### The clock network

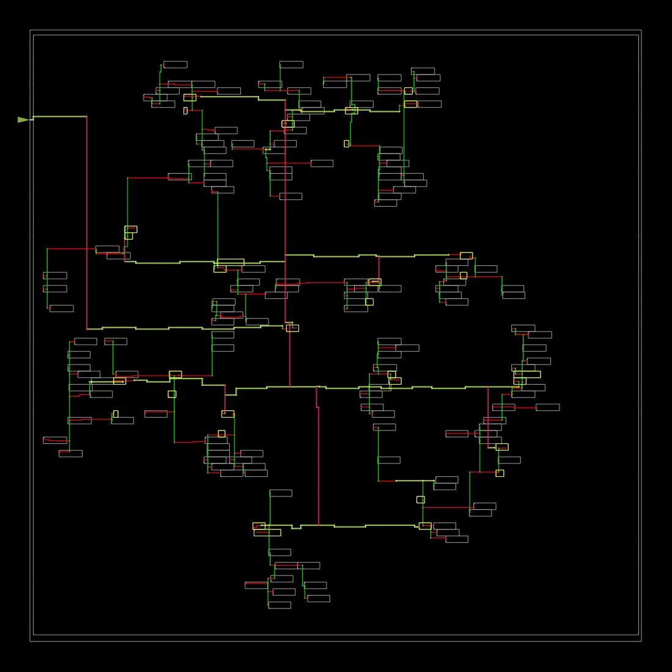
### Met1 routing

Supply wires on this layer in grey. Cells faint in the background.
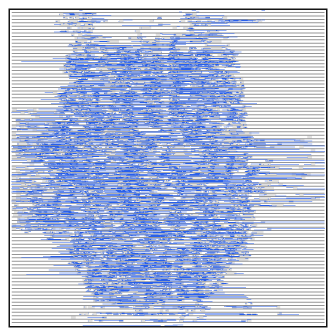
### Cell classes on the final placement

The bar under the picture is 100 um long.
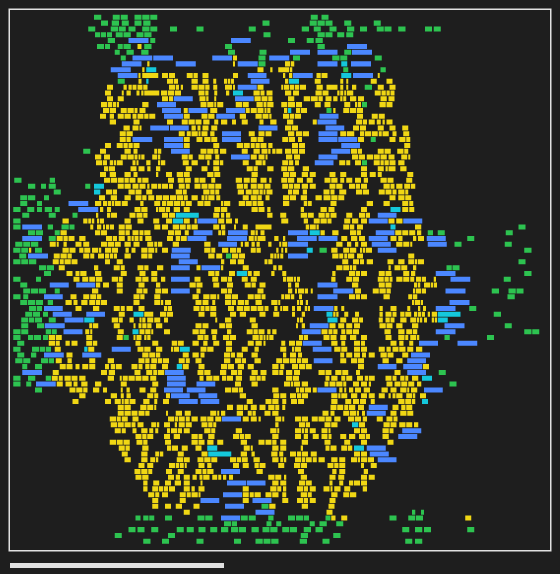
### Sizing map

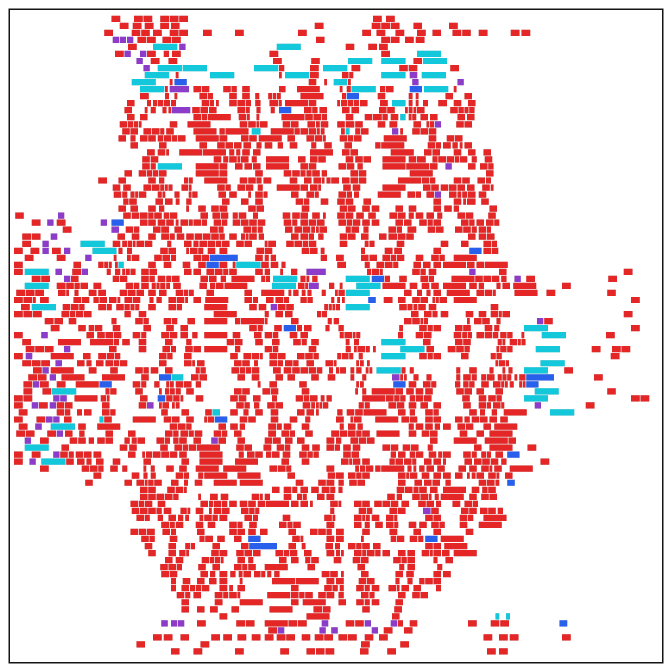
<file path="config.mk">
export PLATFORM = sky130hd
export DESIGN_NAME = fuf_fwd_tracker
export DESIGN_NICKNAME = d
export VERILOG_FILES = /design/src/rtl/fuf_pkg.sv /design/src/rtl/fuf_prio_match.sv /design/src/rtl/fuf_fwd_tracker.sv
export SDC_FILE = /design/constraint.sdc
export NUM_CORES = 1
export LEC_CHECK = 0
export CAP_MARGIN = 20
export CORE_UTILIZATION = 30
export CTS_BUF_LIST = sky130_fd_sc_hd__clkbuf_8
export DETAILED_ROUTE_END_ITERATION = 12
export SKIP_LAST_GASP = 1
export SLEW_MARGIN = 20
export SYNTH_ARGS = -nofsm -noshare
export SYNTH_HDL_FRONTEND = slang
export SYNTH_SLANG_ARGS = --single-unit
</file>
<file path="constraint.sdc">
create_clock -name clk -period 8.7 [get_ports clk]
set_input_delay 1.74 -clock clk [delete_from_list [all_inputs] [get_ports clk]]
set_output_delay 1.74 -clock clk [all_outputs]
set_load 0.05 [all_outputs]
</file>
<file path="src/rtl/fuf_pkg.sv">
// Shared FUF forwarding types and default sizing, also used by the capture-side forward mux.
package fuf_pkg;

    localparam int unsigned FUF_BUSES = 10;
    localparam int unsigned FUF_PORTS = 6;
    localparam int unsigned FUF_REG_W = 9;

    typedef logic [3:0]           fuf_sel_t;
    typedef logic [FUF_REG_W-1:0] fuf_tag_t;

    localparam fuf_sel_t FUF_NONE = 4'hF;

endpackage

</file>
<file path="src/rtl/fuf_prio_match.sv">
// Compares one source tag against every FUF bus announcement.
// Reports a hit and the lowest matching bus index.
module fuf_prio_match
    import fuf_pkg::*;
#(
    parameter int unsigned BUSES = FUF_BUSES,
    parameter int unsigned REG_W = FUF_REG_W
) (
    input  logic [BUSES-1:0]       valid,
    input  logic [BUSES*REG_W-1:0] tags,
    input  logic [REG_W-1:0]       key,
    output logic                   hit,
    output fuf_sel_t               idx
);

    // Scan from the top bus down so the lowest matching index is the last one written.
    always_comb begin
        hit = 1'b0;
        idx = FUF_NONE;
        for (int unsigned i = BUSES; i > 0; i--) begin
            if (valid[i-1] && (tags[(i-1)*REG_W +: REG_W] == key)) begin
                hit = 1'b1;
                idx = fuf_sel_t'(i - 1);
            end
        end
    end

endmodule

</file>
<file path="src/rtl/fuf_fwd_tracker.sv">
// Tracks FUF bus destination tags and registers per-port live/delayed forward select codes.
// Optional duplicate-tag checker and dup_err port enabled by FUF_FWD_DUPCHK_EN.
module fuf_fwd_tracker
    import fuf_pkg::*;
#(
    parameter int unsigned BUSES = FUF_BUSES,
    parameter int unsigned PORTS = FUF_PORTS,
    parameter int unsigned REG_W = FUF_REG_W
) (
    input  logic                   clk,
    input  logic                   rst,
    input  logic [BUSES-1:0]       wb_en,
    input  logic [BUSES*REG_W-1:0] wb_reg,
    input  logic                   flush,
    input  logic [PORTS-1:0]       q_en,
    input  logic [PORTS*REG_W-1:0] q_reg,
    output logic [PORTS*4-1:0]     fufwd,
    output logic [PORTS*4-1:0]     fuufwd
`ifdef FUF_FWD_DUPCHK_EN
    ,
    output logic                   dup_err
`endif
);

    // Only S1 is stored: a code registered from S1 already points at FUFk_reg in the cycle
    // the consumer uses it, so an S2 copy would never be compared against.
    logic [BUSES-1:0]       s1_vld;
    logic [BUSES*REG_W-1:0] s1_reg;

    logic     live_hit [PORTS];
    logic     s1_hit   [PORTS];
    fuf_sel_t live_idx [PORTS];
    fuf_sel_t s1_idx   [PORTS];

    logic [PORTS*4-1:0] fwd_nxt;
    logic [PORTS*4-1:0] ufwd_nxt;

    always_ff @(posedge clk or posedge rst) begin
        if (rst) begin
            s1_vld <= '0;
            s1_reg <= '0;
        end else begin
            s1_vld <= flush ? '0 : wb_en;
            s1_reg <= wb_reg;
        end
    end

    for (genvar p = 0; p < PORTS; p++) begin : g_port
        fuf_prio_match #(.BUSES(BUSES), .REG_W(REG_W)) u_live (
            .valid (wb_en),
            .tags  (wb_reg),
            .key   (q_reg[p*REG_W +: REG_W]),
            .hit   (live_hit[p]),
            .idx   (live_idx[p])
        );
        fuf_prio_match #(.BUSES(BUSES), .REG_W(REG_W)) u_s1 (
            .valid (s1_vld),
            .tags  (s1_reg),
            .key   (q_reg[p*REG_W +: REG_W]),
            .hit   (s1_hit[p]),
            .idx   (s1_idx[p])
        );
    end

    // A live hit is the newer result and suppresses the delayed select.
    always_comb begin
        fwd_nxt  = '1;
        ufwd_nxt = '1;
        for (int unsigned p = 0; p < PORTS; p++) begin
            if (!flush && q_en[p]) begin
                if (live_hit[p]) begin
                    fwd_nxt[p*4 +: 4] = live_idx[p];
                end else if (s1_hit[p]) begin
                    ufwd_nxt[p*4 +: 4] = s1_idx[p];
                end
            end
        end
    end

    always_ff @(posedge clk or posedge rst) begin
        if (rst) begin
            fufwd  <= '1;
            fuufwd <= '1;
        end else begin
            fufwd  <= fwd_nxt;
            fuufwd <= ufwd_nxt;
        end
    end

`ifdef FUF_FWD_DUPCHK_EN
    logic        dup_hit;
    logic [15:0] dup_cnt;

    always_comb begin
        dup_hit = 1'b0;
        for (int unsigned i = 0; i < BUSES; i++) begin
            for (int unsigned j = i + 1; j < BUSES; j++) begin
                if (wb_en[i] && wb_en[j] &&
                    (wb_reg[i*REG_W +: REG_W] == wb_reg[j*REG_W +: REG_W])) begin
                    dup_hit = 1'b1;
                end
            end
        end
    end

    always_ff @(posedge clk or posedge rst) begin
        if (rst) begin
            dup_err <= 1'b0;
            dup_cnt <= '0;
        end else if (dup_hit) begin
            dup_err <= 1'b1;
            if (dup_cnt != '1) begin
                dup_cnt <= dup_cnt + 16'd1;
            end
        end
    end
`endif

endmodule

</file>
==> results_slide.txt <==
Synthesis and Place & Route Summary

Status
  • Status: finished, final reports clean

Yosys
  • Post-synth ARST share: 100%
  • AO/OA Area Share: 3.54%
  • Ys cells: 2203
  • Main logic family: XOR/XNOR gates
  • Synth Cell Area: 18800 um^2
  • Most frequent cell after synthesis: xnor2_1
  • Synth Warn #: 0
  • Yosys adder share: 0%
  • Unique masters post-synth: 50
  • Xor+xnor area frac: 50.3%
  • Yosys simple share: 17.0%
  • Syn Area/Cell: 8.53 um^2
  • Area leader, netlist: xnor2_1
  • EDFF count, synth: 0
  • Cell area leaders: xnor2_1 34%, xor2_1 17%, dfrtp_1 13%
  • Post-synthesis sequential area ratio: 20.0%
  • Top cells by count: 720 x xnor2_1, 360 x xor2_1, 187 x nand4_1
  • Net Count, Synth: 2366
  • Post-synthesis register bit count: 148
  • Yosys stat area: 18800 um^2

Worst setup path
  • Crit path from: q_reg[24]
  • Most used cell, CP: nor2_1
  • Worst path buffer plus inverter count: 2
  • R2R cell count: 8
  • Setup crit start kind: input pin
  • Stages on worst setup path: 10
  • Crit path capture type: register
  • Crit Reg-Reg Startpoint: s1_reg[60]
  • Worst R2R End: fuufwd[4]
  • Max incr delay on CP: 0.76 ns
  • Reg2Reg Setup Slack: 5.88 ns
  • Req. time, crit path: 9.18 ns
  • Critical path arrival: 4.92 ns
  • Cell Chain, Critical Path: clkdlybuf4s50_1 > buf_4 > xnor2_1 > nand4_1 > nor3_1 > nor2_1 > nand2_1 > nor2_1 > and3_1 > o221ai_1
  • Crit path max-delay family: simple AND/OR/NAND/NOR gates

STA
  • Post-layout min period: 4.43 ns
  • Worst rel slew slack: 26.7%
  • Min Hold Slack: 0.863 ns
  • Crit share post-route: 51.0%
  • Final hold vios: 0
  • Final setup fails: 0
  • Total Neg Setup Slack: 0 ns
  • Slew Limit Fails: 0
  • Unrepaired setup endpoints after global routing: no
  • FMAX: 226 MHz

Routing
  • Routed len/inst: 30.4 um
  • Residual DRC: 0
  • Initial DRC count: 2299
  • Vias per cell: 5.69
  • DRT Pass-1 Iters: 5

Placed design
  • Placed Cells: 3018
  • IO Port Bufs: 210
  • Place WS: 3.96 ns
  • Placement Cell Area: 20700 um^2
  • Gpl congestion: 0.945

Cells and area
  • Most common logic cells in the final layout: 720 x xnor2_1, 360 x xor2_1, 208 x clkdlybuf4s50_1
  • Cell Count, Final, Fillers Out: 3051
  • Max FFs per register: 90
  • Share of cells above drive strength 1: 6.82%
  • Most numerous logic cell after layout: xnor2_1
  • NumNets Final: 2363

Power
  • Leak: 7.01 nW
  • Max VDD drop: 85.7 uV
  • Total Power: 2.29 mW

Global routing
  • GR Util All Layers: 29.0%
  • First-pass GRT wire length: 131000 um
  • Total gr overflow: 0
  • Pin count of the biggest net entering global routing: 83
  • Initial antenna violation count: 0
  • Number of global-route vias before repair: 17400

CTS
  • Post-CTS Setup Bufs: 0
  • TritonCTS clock tree: done
  • Longest Clk Path Bufs: 2
  • CTS sink cnt: 148
  • Clock-pin slew on the worst setup and hold paths: 0.10 ns
  • Clock root cell: clkbuf_8
  • Clk ins delay skew pair: 0.58 ns
  • Hold_buf cts: 0

Worst hold path
  • Min-delay src: s1_vld[0]
  • Hold path endpoint: fuufwd[0]
  • Hold Path Class: register to register
  • Hold Crit Depth: 3

Floorplan
  • Initial Utilization: 30.4%
  • Chip width: 252 um
  • Die height: 252 um
  • DIE AREA: 63700 um^2

Job
  • Tool warnings: 26
About 'The clock network':
CTS buffer count: 17
Max Clock Skew: 0.0157 ns
Clock group: 0.608 mW

About 'Met1 routing':
2171 nets have wire on it. The wires run mostly horizontal. The layer holds 39% of the routed length.
DR vias: 17400
GR Layer Usage met1: 37.2%
Routed WL: 92900 um

About 'Cell classes on the final placement':
Key: yellow = combinational and other logic [cells 1765, share of their area 67%]; green = remaining buffers and delay cells [cells 268, share of their area 13%]; blue = sequential cells [cells 148, share of their area 19%]; cyan = clock drivers and dummy loads [cells 32, share of their area 2.1%]
fraction of area in registers: 17.8%
Core ar.: 61800 um^2
fin area: 21100 um^2
row count: 91
Final Util: 34.1%

About 'Sizing map':
Key: blue = _6 and larger [cells 24]; purple = _3 and _4 cells [cells 68]; cyan = _2 cells [cells 59]; red = _0 and _1 cells [cells 2062]
Non-clock buffers: 268
synth-to-layout area growth: 12.3%
final worst slack: 4.27 ns

final cells by class:
cell class,count,area (um^2)
timing repair buffer,268,2530
clock inverter,15,180
fill,6317,40700
inverter,6,27.5
multi-input combinational,1759,13300
clock buffer,17,234
tap,837,1050
antenna,1,2.50
sequential,148,3760
where the power goes:
part | internal (mW) | switching, mW
registers | 0.712 | 0.0755
logic | 0.381 | 0.516
clock network | 0.285 | 0.323
routing by layer:
layer / global-route usage (%) / vias up / part of all wire, %
met1: 37.2 / 8510 / 39
met2: 43.0 / 1339 / 42
li1: - / 7161 / -
met4: 19.2 / 0 / 7.4
met3: 7.30 / 349 / 11
met5: 0 / - / 0
cell families (layout without fill, tap and decap cells):
family          count (synthesis)  in the layout
simple gates                  574            574
compound gates                105            105
buf+inv                       296            306
xor+xnor                     1080           1080
other cells                     0              1
flops                         148            148
Power figures rest on the tool's default switching activity, not on a simulated workload.
